==> run_1/layers.png <==
Two of the layers only.
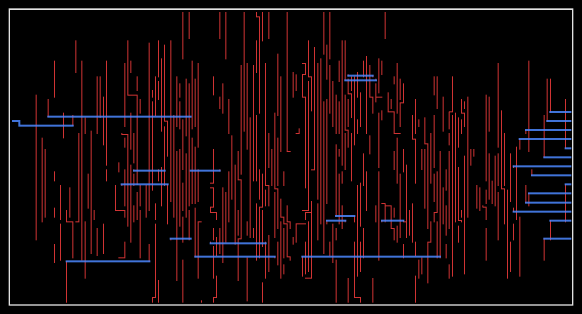
==> run_1/class_map.png <==
Bar = 20 um.
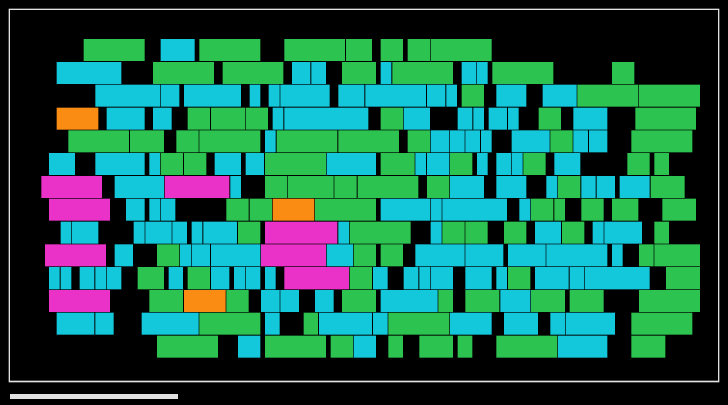
==> run_1/closeup.png <==
Bar = 5 um. Window x 32 to 52, y 12 to 32 um. Cells in gray, sequential cells in the stronger gray; small squares are vias.
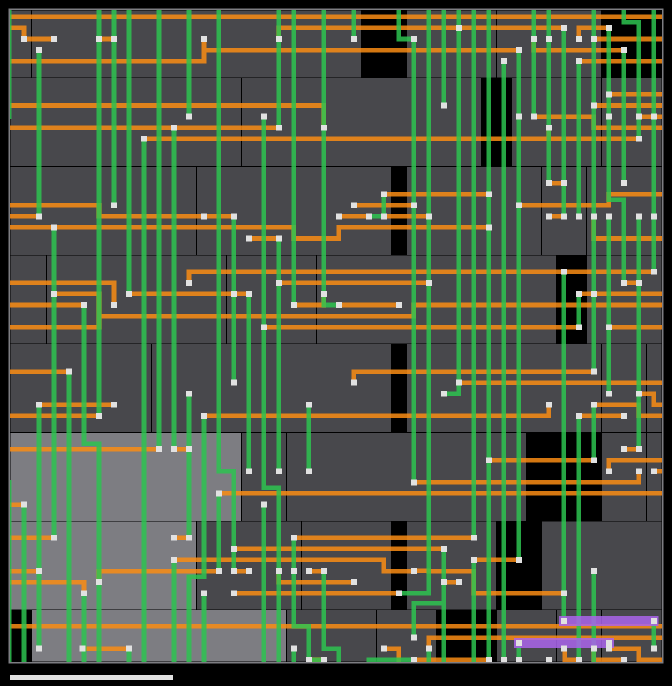
==> run_1/clock_nets.png <==
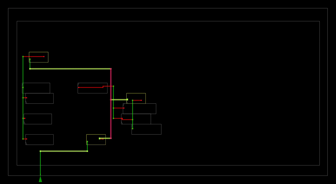
--- config.mk ---
export PLATFORM = sky130hd
export DESIGN_NAME = mips_mc_ctrl
export DESIGN_NICKNAME = d
export VERILOG_FILES = /design/src/rtl/mips_pkg.sv /design/src/rtl/mips_mc_ctrl_alu_op_dec.sv /design/src/rtl/mips_mc_ctrl.sv
export SDC_FILE = /design/constraint.sdc
export NUM_CORES = 1
export LEC_CHECK = 0
export CELL_PAD_IN_SITES_DETAIL_PLACEMENT = 0
export CELL_PAD_IN_SITES_GLOBAL_PLACEMENT = 1
export CORE_ASPECT_RATIO = 0.5
export CORE_MARGIN = 2
export CORE_UTILIZATION = 29
export DETAILED_ROUTE_END_ITERATION = 8
export PLACE_DENSITY = 0.77
export RECOVER_POWER = 50
export SLEW_MARGIN = 15
export SYNTH_ARGS = -nofsm -noshare
export SYNTH_HDL_FRONTEND = slang
export SYNTH_SLANG_ARGS = --single-unit
--- constraint.sdc ---
create_clock -name clk -period 2.02 [get_ports clk]
set_input_delay 0.505 -clock clk [delete_from_list [all_inputs] [get_ports clk]]
set_output_delay 0.505 -clock clk [all_outputs]
set_load 0.05 [all_outputs]
--- src/rtl/mips_pkg.sv ---
// Shared encodings for the multicycle MIPS control unit: opcodes, funct/ALU codes,
// datapath mux selects and the 4-bit FSM state encoding.
package mips_pkg;

   localparam logic [5:0] OP_RTYPE = 6'b000000;
   localparam logic [5:0] OP_J     = 6'b000010;
   localparam logic [5:0] OP_BEQ   = 6'b000100;
   localparam logic [5:0] OP_BNE   = 6'b000101;
   localparam logic [5:0] OP_ADDI  = 6'b001000;
   localparam logic [5:0] OP_SLTI  = 6'b001010;
   localparam logic [5:0] OP_ANDI  = 6'b001100;
   localparam logic [5:0] OP_ORI   = 6'b001101;
   localparam logic [5:0] OP_XORI  = 6'b001110;
   localparam logic [5:0] OP_LW    = 6'b100011;
   localparam logic [5:0] OP_SW    = 6'b101011;

   // ALU operations share the R-type funct encoding
   localparam logic [5:0] ALU_ADD = 6'b100000;
   localparam logic [5:0] ALU_SUB = 6'b100010;
   localparam logic [5:0] ALU_AND = 6'b100100;
   localparam logic [5:0] ALU_OR  = 6'b100101;
   localparam logic [5:0] ALU_XOR = 6'b100110;
   localparam logic [5:0] ALU_NOR = 6'b100111;
   localparam logic [5:0] ALU_SLT = 6'b101010;
   localparam logic [5:0] ALU_SLL = 6'b000000;
   localparam logic [5:0] ALU_SRL = 6'b000010;
   localparam logic [5:0] ALU_SRA = 6'b000011;
   localparam logic [5:0] ALU_NOP = 6'b000000;

   localparam logic [1:0] SRCB_B      = 2'b00;
   localparam logic [1:0] SRCB_FOUR   = 2'b01;
   localparam logic [1:0] SRCB_IMM    = 2'b10;
   localparam logic [1:0] SRCB_IMM_SH = 2'b11;

   localparam logic [1:0] PCSRC_ALU    = 2'b00;
   localparam logic [1:0] PCSRC_ALUOUT = 2'b01;
   localparam logic [1:0] PCSRC_JUMP   = 2'b10;

   typedef enum logic [3:0] {
      ST_FETCH  = 4'd0,
      ST_DECODE = 4'd1,
      ST_EXEC_R = 4'd2,
      ST_WB_R   = 4'd3,
      ST_EXEC_I = 4'd4,
      ST_WB_I   = 4'd5,
      ST_ADDR   = 4'd6,
      ST_MEM_RD = 4'd7,
      ST_WB_L   = 4'd8,
      ST_MEM_WR = 4'd9,
      ST_BRANCH = 4'd10,
      ST_JUMP   = 4'd11
   } state_t;

   function automatic logic is_shift(input logic [5:0] fn);
      return (fn == ALU_SLL) || (fn == ALU_SRL) || (fn == ALU_SRA);
   endfunction

endpackage

--- src/rtl/mips_mc_ctrl_alu_op_dec.sv ---
// ALU operation decoder: maps (state, opcode, funct) to alu_control, shift_op,
// ext_zero and whether the R-type funct is one the datapath supports.
module alu_op_dec
   import mips_pkg::*;
(
   input  state_t      state,
   input  logic [5:0]  opcode,
   input  logic [5:0]  funct,
   output logic [5:0]  alu_control,
   output logic        shift_op,
   output logic        ext_zero,
   output logic        funct_valid
);

   // Supported R-type funct set
   always_comb begin
      case (funct)
         ALU_ADD, ALU_SUB, ALU_AND, ALU_OR, ALU_XOR,
         ALU_NOR, ALU_SLT, ALU_SLL, ALU_SRL, ALU_SRA: funct_valid = 1'b1;
         default:                                    funct_valid = 1'b0;
      endcase
   end

   // Per-state ALU operation selection
   always_comb begin
      alu_control = ALU_NOP;
      shift_op    = 1'b0;
      ext_zero    = 1'b0;
      case (state)
         ST_FETCH, ST_DECODE, ST_ADDR: alu_control = ALU_ADD;
         ST_BRANCH:                    alu_control = ALU_SUB;
         ST_EXEC_R: begin
            alu_control = funct;
            shift_op    = is_shift(funct);
         end
         ST_EXEC_I: begin
            case (opcode)
               OP_SLTI: alu_control = ALU_SLT;
               OP_ANDI: alu_control = ALU_AND;
               OP_ORI:  alu_control = ALU_OR;
               OP_XORI: alu_control = ALU_XOR;
               default: alu_control = ALU_ADD;
            endcase
            ext_zero = (opcode == OP_ANDI) || (opcode == OP_ORI) || (opcode == OP_XORI);
         end
         default: alu_control = ALU_NOP;
      endcase
   end

endmodule

--- src/rtl/mips_mc_ctrl.sv ---
// Multicycle MIPS control FSM with a shared-memory req/ready handshake and a
// bounded wait-cycle timeout that aborts the instruction and reports bus_err.
module mips_mc_ctrl
   import mips_pkg::*;
#(
   parameter int MEM_TIMEOUT = 16
) (
   input  logic       clk,
   input  logic       rst,
   input  logic [5:0] opcode,
   input  logic [5:0] funct,
   input  logic       zero,
   input  logic       mem_ready,
   output logic       mem_req,
   output logic       mem_we,
   output logic       iord,
   output logic       ir_write,
   output logic       pc_write,
   output logic [1:0] pc_src,
   output logic       alu_src_a,
   output logic [1:0] alu_src_b,
   output logic       ext_zero,
   output logic       shift_op,
   output logic [5:0] alu_control,
   output logic       reg_write,
   output logic       reg_dst,
   output logic       mem_to_reg,
   output logic       illegal,
   output logic       bus_err
);

   localparam int              WCW       = (MEM_TIMEOUT > 1) ? $clog2(MEM_TIMEOUT) : 1;
   localparam logic [WCW-1:0]  WAIT_LAST = WCW'((MEM_TIMEOUT > 0) ? (MEM_TIMEOUT - 1) : 0);
   localparam logic            TO_EN     = (MEM_TIMEOUT != 0);

   state_t         state_r;
   state_t         decode_next_s;
   logic [WCW-1:0] wait_cnt_r;
   logic           illegal_op_s;
   logic           funct_valid_s;
   logic           timeout_s;
   logic           branch_take_s;
   logic           mem_req_s, mem_we_s, iord_s, alu_src_a_s;
   logic           reg_write_s, reg_dst_s, mem_to_reg_s;
   logic [1:0]     pc_src_s, alu_src_b_s;
   logic [5:0]     alu_control_s;
   logic           shift_op_s, ext_zero_s;

   alu_op_dec u_alu_op_dec (
      .state       (state_r),
      .opcode      (opcode),
      .funct       (funct),
      .alu_control (alu_control_s),
      .shift_op    (shift_op_s),
      .ext_zero    (ext_zero_s),
      .funct_valid (funct_valid_s)
   );

   assign timeout_s     = TO_EN && mem_req_s && !mem_ready && (wait_cnt_r == WAIT_LAST);
   assign branch_take_s = ((opcode == OP_BEQ) && zero) || ((opcode == OP_BNE) && !zero);

   // Instruction class dispatch out of DECODE
   always_comb begin
      decode_next_s = ST_FETCH;
      illegal_op_s  = 1'b0;
      case (opcode)
         OP_RTYPE: begin
            if (funct_valid_s) begin
               decode_next_s = ST_EXEC_R;
            end else begin
               illegal_op_s  = 1'b1;
            end
         end
         OP_LW, OP_SW:   decode_next_s = ST_ADDR;
         OP_BEQ, OP_BNE: decode_next_s = ST_BRANCH;
         OP_ADDI, OP_SLTI, OP_ANDI, OP_ORI, OP_XORI: decode_next_s = ST_EXEC_I;
         OP_J:           decode_next_s = ST_JUMP;
         default:        illegal_op_s  = 1'b1;
      endcase
   end

   // Moore datapath controls decoded from the state register
   always_comb begin
      mem_req_s    = 1'b0;
      mem_we_s     = 1'b0;
      iord_s       = 1'b0;
      pc_src_s     = PCSRC_ALU;
      alu_src_a_s  = 1'b0;
      alu_src_b_s  = SRCB_B;
      reg_write_s  = 1'b0;
      reg_dst_s    = 1'b0;
      mem_to_reg_s = 1'b0;
      case (state_r)
         ST_FETCH: begin
            mem_req_s   = 1'b1;
            alu_src_b_s = SRCB_FOUR;
         end
         ST_DECODE: alu_src_b_s = SRCB_IMM_SH;
         ST_EXEC_R: alu_src_a_s = 1'b1;
         ST_WB_R: begin
            reg_write_s = 1'b1;
            reg_dst_s   = 1'b1;
         end
         ST_EXEC_I, ST_ADDR: begin
            alu_src_a_s = 1'b1;
            alu_src_b_s = SRCB_IMM;
         end
         ST_WB_I: reg_write_s = 1'b1;
         ST_MEM_RD: begin
            mem_req_s = 1'b1;
            iord_s    = 1'b1;
         end
         ST_WB_L: begin
            reg_write_s  = 1'b1;
            mem_to_reg_s = 1'b1;
         end
         ST_MEM_WR: begin
            mem_req_s = 1'b1;
            mem_we_s  = 1'b1;
            iord_s    = 1'b1;
         end
         ST_BRANCH: begin
            alu_src_a_s = 1'b1;
            pc_src_s    = PCSRC_ALUOUT;
         end
         ST_JUMP: pc_src_s = PCSRC_JUMP;
         default: mem_req_s = 1'b0;
      endcase
   end

   // State sequencing and memory wait counter
   always_ff @(posedge clk) begin
      if (rst) begin
         state_r    <= ST_FETCH;
         wait_cnt_r <= '0;
      end else begin
         if (mem_req_s && !mem_ready && !timeout_s) begin
            wait_cnt_r <= wait_cnt_r + WCW'(1);
         end else begin
            wait_cnt_r <= '0;
         end
         case (state_r)
            ST_FETCH:  state_r <= mem_ready ? ST_DECODE : ST_FETCH;
            ST_DECODE: state_r <= decode_next_s;
            ST_EXEC_R: state_r <= ST_WB_R;
            ST_EXEC_I: state_r <= ST_WB_I;
            ST_ADDR:   state_r <= (opcode == OP_LW) ? ST_MEM_RD : ST_MEM_WR;
            ST_MEM_RD: begin
               if (mem_ready) begin
                  state_r <= ST_WB_L;
               end else if (timeout_s) begin
                  state_r <= ST_FETCH;
               end
            end
            ST_MEM_WR: begin
               if (mem_ready || timeout_s) begin
                  state_r <= ST_FETCH;
               end
            end
            default:   state_r <= ST_FETCH;
         endcase
      end
   end

   // Reset forces every output low; strobes carry their Mealy qualifiers
   assign mem_req     = !rst && mem_req_s;
   assign mem_we      = !rst && mem_we_s;
   assign iord        = !rst && iord_s;
   assign pc_src      = rst ? 2'b00 : pc_src_s;
   assign alu_src_a   = !rst && alu_src_a_s;
   assign alu_src_b   = rst ? 2'b00 : alu_src_b_s;
   assign ext_zero    = !rst && ext_zero_s;
   assign shift_op    = !rst && shift_op_s;
   assign alu_control = rst ? 6'b000000 : alu_control_s;
   assign reg_write   = !rst && reg_write_s;
   assign reg_dst     = !rst && reg_dst_s;
   assign mem_to_reg  = !rst && mem_to_reg_s;
   assign ir_write    = !rst && (state_r == ST_FETCH) && mem_ready;
   assign pc_write    = !rst && (((state_r == ST_FETCH) && mem_ready) ||
                                 (state_r == ST_JUMP) ||
                                 ((state_r == ST_BRANCH) && branch_take_s));
   assign illegal     = !rst && (state_r == ST_DECODE) && illegal_op_s;
   assign bus_err     = !rst && timeout_s;

endmodule

==> results.env, run 1 <==
RUN_STATUS='complete, but fails checks'
FAILED_CHECKS='negative setup slack'
LAYOUT.NON_CLOCK_BUFFERS=91
GRT_MAX_DEGREE=16
FINALSETUPVIOLATIONS=9
YS_SH_AOI=0.247
WL_MET3_UM=188
CLK_SHARE=0.0175
YS_CHIP_AREA_UM2=938
TIMING.SETUP.CRITICAL_PATH_CLASS='input pin to output port'
TIMING.FINAL.WS_SETUP_NS=-0.259
WL_MM=4.40
YOSYS.AREA.TOP_TYPE_SHARE=0.171
MIN_PERIOD_NS=2.28
ANTENNA_VIOLATIONS_BEFORE_REPAIR=0
CP_DATA_ARRIVAL_TIME_NS=1.77
SEQAREAFRACTION=0.0710
WORST_SETUP_PATH_END_KIND='output port'
YS_CELLS=139
CORE_UM2=3050
FINISH.NET_COUNT=244
NWELLTAPS=40
DETAILROUTE.VIA_COUNT=1418
YS_ASYNC_SR_FRACTION=0
GRT-BUSIEST-LAYER='met2'
DETAIL_ROUTE_ANTENNA_NETS=0
About layers.png:
- red: M2 (wire length 2,190 um)
- blue: M3 (wire length 189 um)

About class_map.png:
- magenta: registers (cells 8)
- cyan: remaining logic cells (cells 123)
- green: remaining buffers and delay cells (cells 91)
- orange: clock-net drivers (cells 3)

About closeup.png:
- purple: M3
- orange: M1
- green: M2
- sequential cells in the window: 3
- cells with their middle in the window: 35
- netlist names of flops here include: `state_r` (3)
- most frequent: buf_4 (7), buf_12 (6), nor2_1 (3)

About clock_nets.png:
cts bufs inserted: 3
clock tree skew after final layout: 0.00373 ns
# clk buffers: 3
Clk power: 0.196 mW
clock insertion delay at the later pin of the skew report: 0.24 ns

[run 1: final timing paths]
path | start | to | slack [ns] | cells after the start
hold reg to reg | wait_cnt_r[0] | wait_cnt_r[0] | 0.44 | 1
setup reg to reg | state_r[0] | state_r[1] | 0.48 | 5
setup / recovery | opcode[1] | illegal | -0.26 | 6
hold / removal | wait_cnt_r[0] | wait_cnt_r[0] | 0.44 | 1
[run 1: critical path: cells and delay by family]
kind	cells	cell delay (ns)
AOI/OAI and AO/OA	2	0.32
buffers and inverters	2	0.25
and+or+nand+nor	2	0.71
[run 1: per-stage QoR]
stage | hold WS, ns | util
detailed placement | 0.438 | 0.673
finish | 0.441 | 0.775
global route | 0.488 | 0.775
floorplan | 0.418 | -
CTS | 0.447 | 0.745
global placement | 0.431 | 0.673
==> run 2: changes to the inputs <==
- SLEW_MARGIN: 15 -> default
==> run_2/layers.png <==
Two of the layers only.
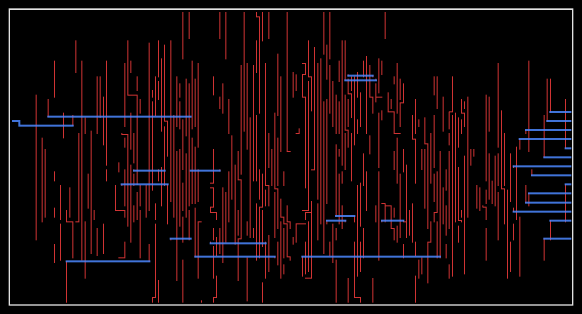
- blue: M3 (wire length 189 um)
- red: M2 (wire length 2,190 um)

==> run 2 against run 1 <==
  * The run still ends with negative setup slack left
  * Wire length unchanged
  * Sequential cell count is the same
  * Clock-buffer cell count unchanged
  * Critical path type unchanged
  * Largest cell class unchanged
==> results.env, run 2 <==
RUN_STATUS='complete, but fails checks'
FAILED_CHECKS='negative setup slack'
HOLD-PATH-CELL-COUNT=1  # unchanged
TIMING.FINAL.WS_SETUP_NS=-0.259  # unchanged
WL_MM=4.40  # unchanged
FIN_WORST_SKEW_NS=0.00373  # unchanged
WORST_SKEW_PAIR.LATE_LATENCY_NS=0.24  # about the same
WORST_SETUP_PATH_END_KIND='output port'
LAYOUT.CELLS.NON_FILLER=265
POWER_DENSITY_nW_PER_UM2=305
FMAXACHIEVABLE_MHz=439
TOTALPOWERFINAL_mW=0.721
HOLD_PATH_STARTPOINT='wait_cnt_r[0]'
RELATIVE_SLEW_SLACK=0.789
TIMING.SETUP.CRITICAL_PATH_CLASS='input pin to output port'
WARNING_COUNT=29
POST_ROUTE_HOLD_SLACK_NS=0.441  # unchanged
POWER.SEQUENTIAL.TOTAL_mW=0.169
GRT_MAX_DEGREE=16  # unchanged
YS_SH_AOI=0.247  # unchanged
YS_ASYNC_SR_FRACTION=0  # unchanged
SYNTH_SEQUENTIAL_AREA_RATIO=0.171
DRV_SLEW=0
DETAIL_ROUTE_ANTENNA_NETS=0  # unchanged
WORSTSETUPENDPOINT='illegal'
P_SW_mW=0.255
GRT_SETUP_UNREPAIRED='yes'
WORST-R2R-CELL-COUNT=5  # unchanged
RR_STARTPOINT='state_r[0]'
FINISH.NET_COUNT=244  # unchanged
MIN_DELAY_WORST_ENDPOINT='wait_cnt_r[0]'
REGTOREGENDPOINT='state_r[1]'
DETAILROUTE.VIA_COUNT=1418  # unchanged
DR.FIRST_ITER.DRC_COUNT=62
YOSYS.AREA.TOP_TYPE_SHARE=0.171  # unchanged
REG_TOP3='state_r: 4 flops, wait_cnt_r: 4 flops'
POWER.CLOCK.TOTAL_mW=0.196  # about the same
INSERTEDDIODECOUNT=0
FINALSETUPVIOLATIONS=9  # unchanged
WORST_SETUP_PATH_STARTPOINT='opcode[1]'
MIN_PERIOD_NS=2.28  # unchanged
REG2REG_SETUP_SLACK_NS=0.48  # about the same
FINALWEIGHTEDCONGESTION=0.847
ANTENNA_VIOLATIONS_BEFORE_REPAIR=0  # unchanged
YS_CELLS=139  # unchanged
TOP_LEVEL_PINS=39
CORE_UM2=3050  # unchanged
GRT-BUSIEST-LAYER='met2'
[run 2: per-stage QoR]
stage	setup WS [ns]	utilization
after global placement	-0.613	0.673
final	-0.259	0.775
after CTS	-0.341	0.745
after global routing	-0.315	0.775
after detailed placement	-0.618	0.673
after floorplan	-0.220	-
[run 2: cell type report]
class                           count  share of cell area
Clock buffer                        3              0.0175
Multi-Input combinational cell    117               0.427
Inverter                            6             0.00953
Sequential cell                     8              0.0710
Tap cell                           40              0.0212
Timing Repair Buffer               91               0.453
[run 2: layer usage]
layer,share of wire,vias to the layer above
met2,0.50,41
li1,-,687
met3,0.043,3
met5,0,-
met4,0.0041,0
met1,0.46,687
[run 2: critical path, delay by kind of cell]
kind	cells	cell delay (ns)
AOI/OAI and AO/OA	2	0.32
buffers and inverters	2	0.25
and+or+nand+nor	2	0.71
==> run 3: changes to the inputs <==
--- a/config.mk
+++ b/config.mk
@@ -9,7 +9,7 @@
 export CELL_PAD_IN_SITES_GLOBAL_PLACEMENT = 1
-export CORE_ASPECT_RATIO = 0.5
 export CORE_MARGIN = 2
-export CORE_UTILIZATION = 29
+export CORE_UTILIZATION = 42
 export DETAILED_ROUTE_END_ITERATION = 8
-export PLACE_DENSITY = 0.77
+export DONT_BUFFER_PORTS = 1
+export PLACE_DENSITY = 0.75
 export RECOVER_POWER = 50
==> constraint.sdc (replaced) <==
create_clock -name clk -period 2.3 [get_ports clk]
set_input_delay 0.575 -clock clk [delete_from_list [all_inputs] [get_ports clk]]
set_output_delay 0.575 -clock clk [all_outputs]
set_load 0.005 [all_outputs]
==> run 3 against run 2 <==
  * Synthesized area did not move
  * Highest routed layer is now met3
  * Sequential share of layout area rose by 8.0 points
  * Non-clock buffer count shrank 79
  * The run now ends clean
  * Global-route usage shrank 2.6 points
  * Clock skew shrank 0.0025 ns
  * Largest power group is now registers
  * Register-to-register slack improved by 0.31 ns
==> results.env, run 3 <==
INSERTEDDIODECOUNT=0  # unchanged
RR_STARTPOINT='state_r[0]'
POWER.CLOCK.TOTAL_mW=0.101  # -48%
DR.FIRST_ITER.DRC_COUNT=27  # -56%
TOTALPOWERFINAL_mW=0.346  # -52%
WORST_SETUP_PATH_END_KIND='output port'
N_ALL_INVERTERS=6  # unchanged
FINALSETUPVIOLATIONS=0  # -9
WORST_SKEW_PAIR.LATE_LATENCY_NS=0.24  # about the same
REGTOREGENDPOINT='state_r[1]'
RELATIVE_SLEW_SLACK=0.587  # -0.201
WORST-R2R-CELL-COUNT=5  # unchanged
DOMINANT-CELL-CLASS='multi-input combinational cells'
RUN_STATUS='completed'
AREA_SHARE_NONCLK_BUFFERS=0.0849  # -0.368
FINALWEIGHTEDCONGESTION=0.871  # +2.8%
FF_COUNT=8  # unchanged
MIN_PERIOD_NS=2.17
CORE_UM2=2170  # -29%
UTILIZATION=0.489  # -0.286
REG2REG_SETUP_SLACK_NS=0.79  # +0.31 ns
WORSTSETUPENDPOINT='alu_control[2]'
HOLD_PATH_STARTPOINT='rst'
LAYOUT.CELLS.NON_FILLER=174  # -34%
==> run 3: cell families after synthesis <==
family | after synthesis | share of synthesized area
buffers and inverters | 14 | 0.0707
adders and majority gates | 1 | 0.0133
DFF | 8 | 0.171
and+or+nand+nor | 78 | 0.451
AOI/OAI and AO/OA | 33 | 0.247
muxes | 1 | 0.0107
xor gates and xnor gates | 4 | 0.0373
==> run 3: layer usage <==
| metal | track usage | wire, um | up-vias | share of wire |
|---|---|---|---|---|
| met1 | 0.270 | 1170 | 478 | 0.43 |
| met4 | 0.0395 | 0 | 0 | 0 |
| li1 | - | - | 524 | - |
| met2 | 0.346 | 1310 | 37 | 0.49 |
| met3 | 0.0351 | 210 | 0 | 0.078 |
| met5 | 0 | 0 | - | 0 |
==> run_3/util_map.png <==
Bar = 20 um. The die is cut into 10 by 10 equal tiles; dark purple is low, yellow is high, 0 to 100% covered.
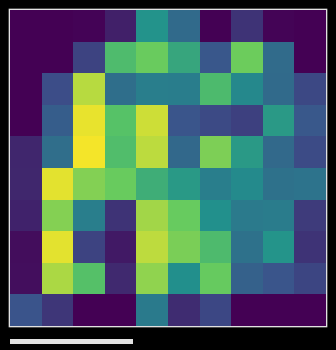
- mean over tiles: 39%
- nearly empty tiles: 16%
- tiles over 75% full: 20%
- emptiest ninth of the die: upper left
- fullest tile: 99%


## Gallery

Routed metal per tile.
shot_01.png
The die is cut into 10 by 10 equal tiles; dark purple is low, yellow is high, scaled to the fullest tile. Values are wire area over tile area, all layers added.
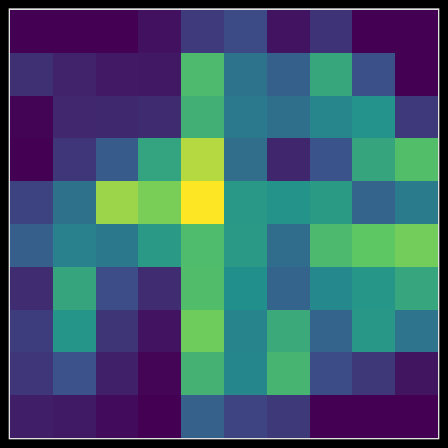
shot_02.png
The die is cut into 17 by 9 equal tiles; dark purple is low, yellow is high, scaled to the fullest tile. Values are wire area over tile area, all layers added.
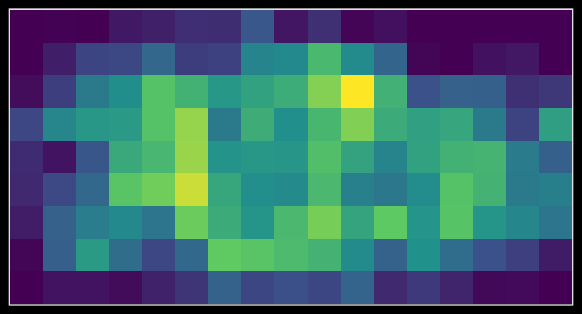
- run 3 = shot_01.png
- run 1 = shot_02.png

Key to shot_02.png:
- densest ninth of the die: center
- emptiest ninth of the die: upper right
- tiles over half the peak: 35%
- fullest tile: 0.49
- mean over tiles: 0.18
- nearly empty tiles: 11%

Power figures rest on the tool's default switching activity, not on a simulated workload.
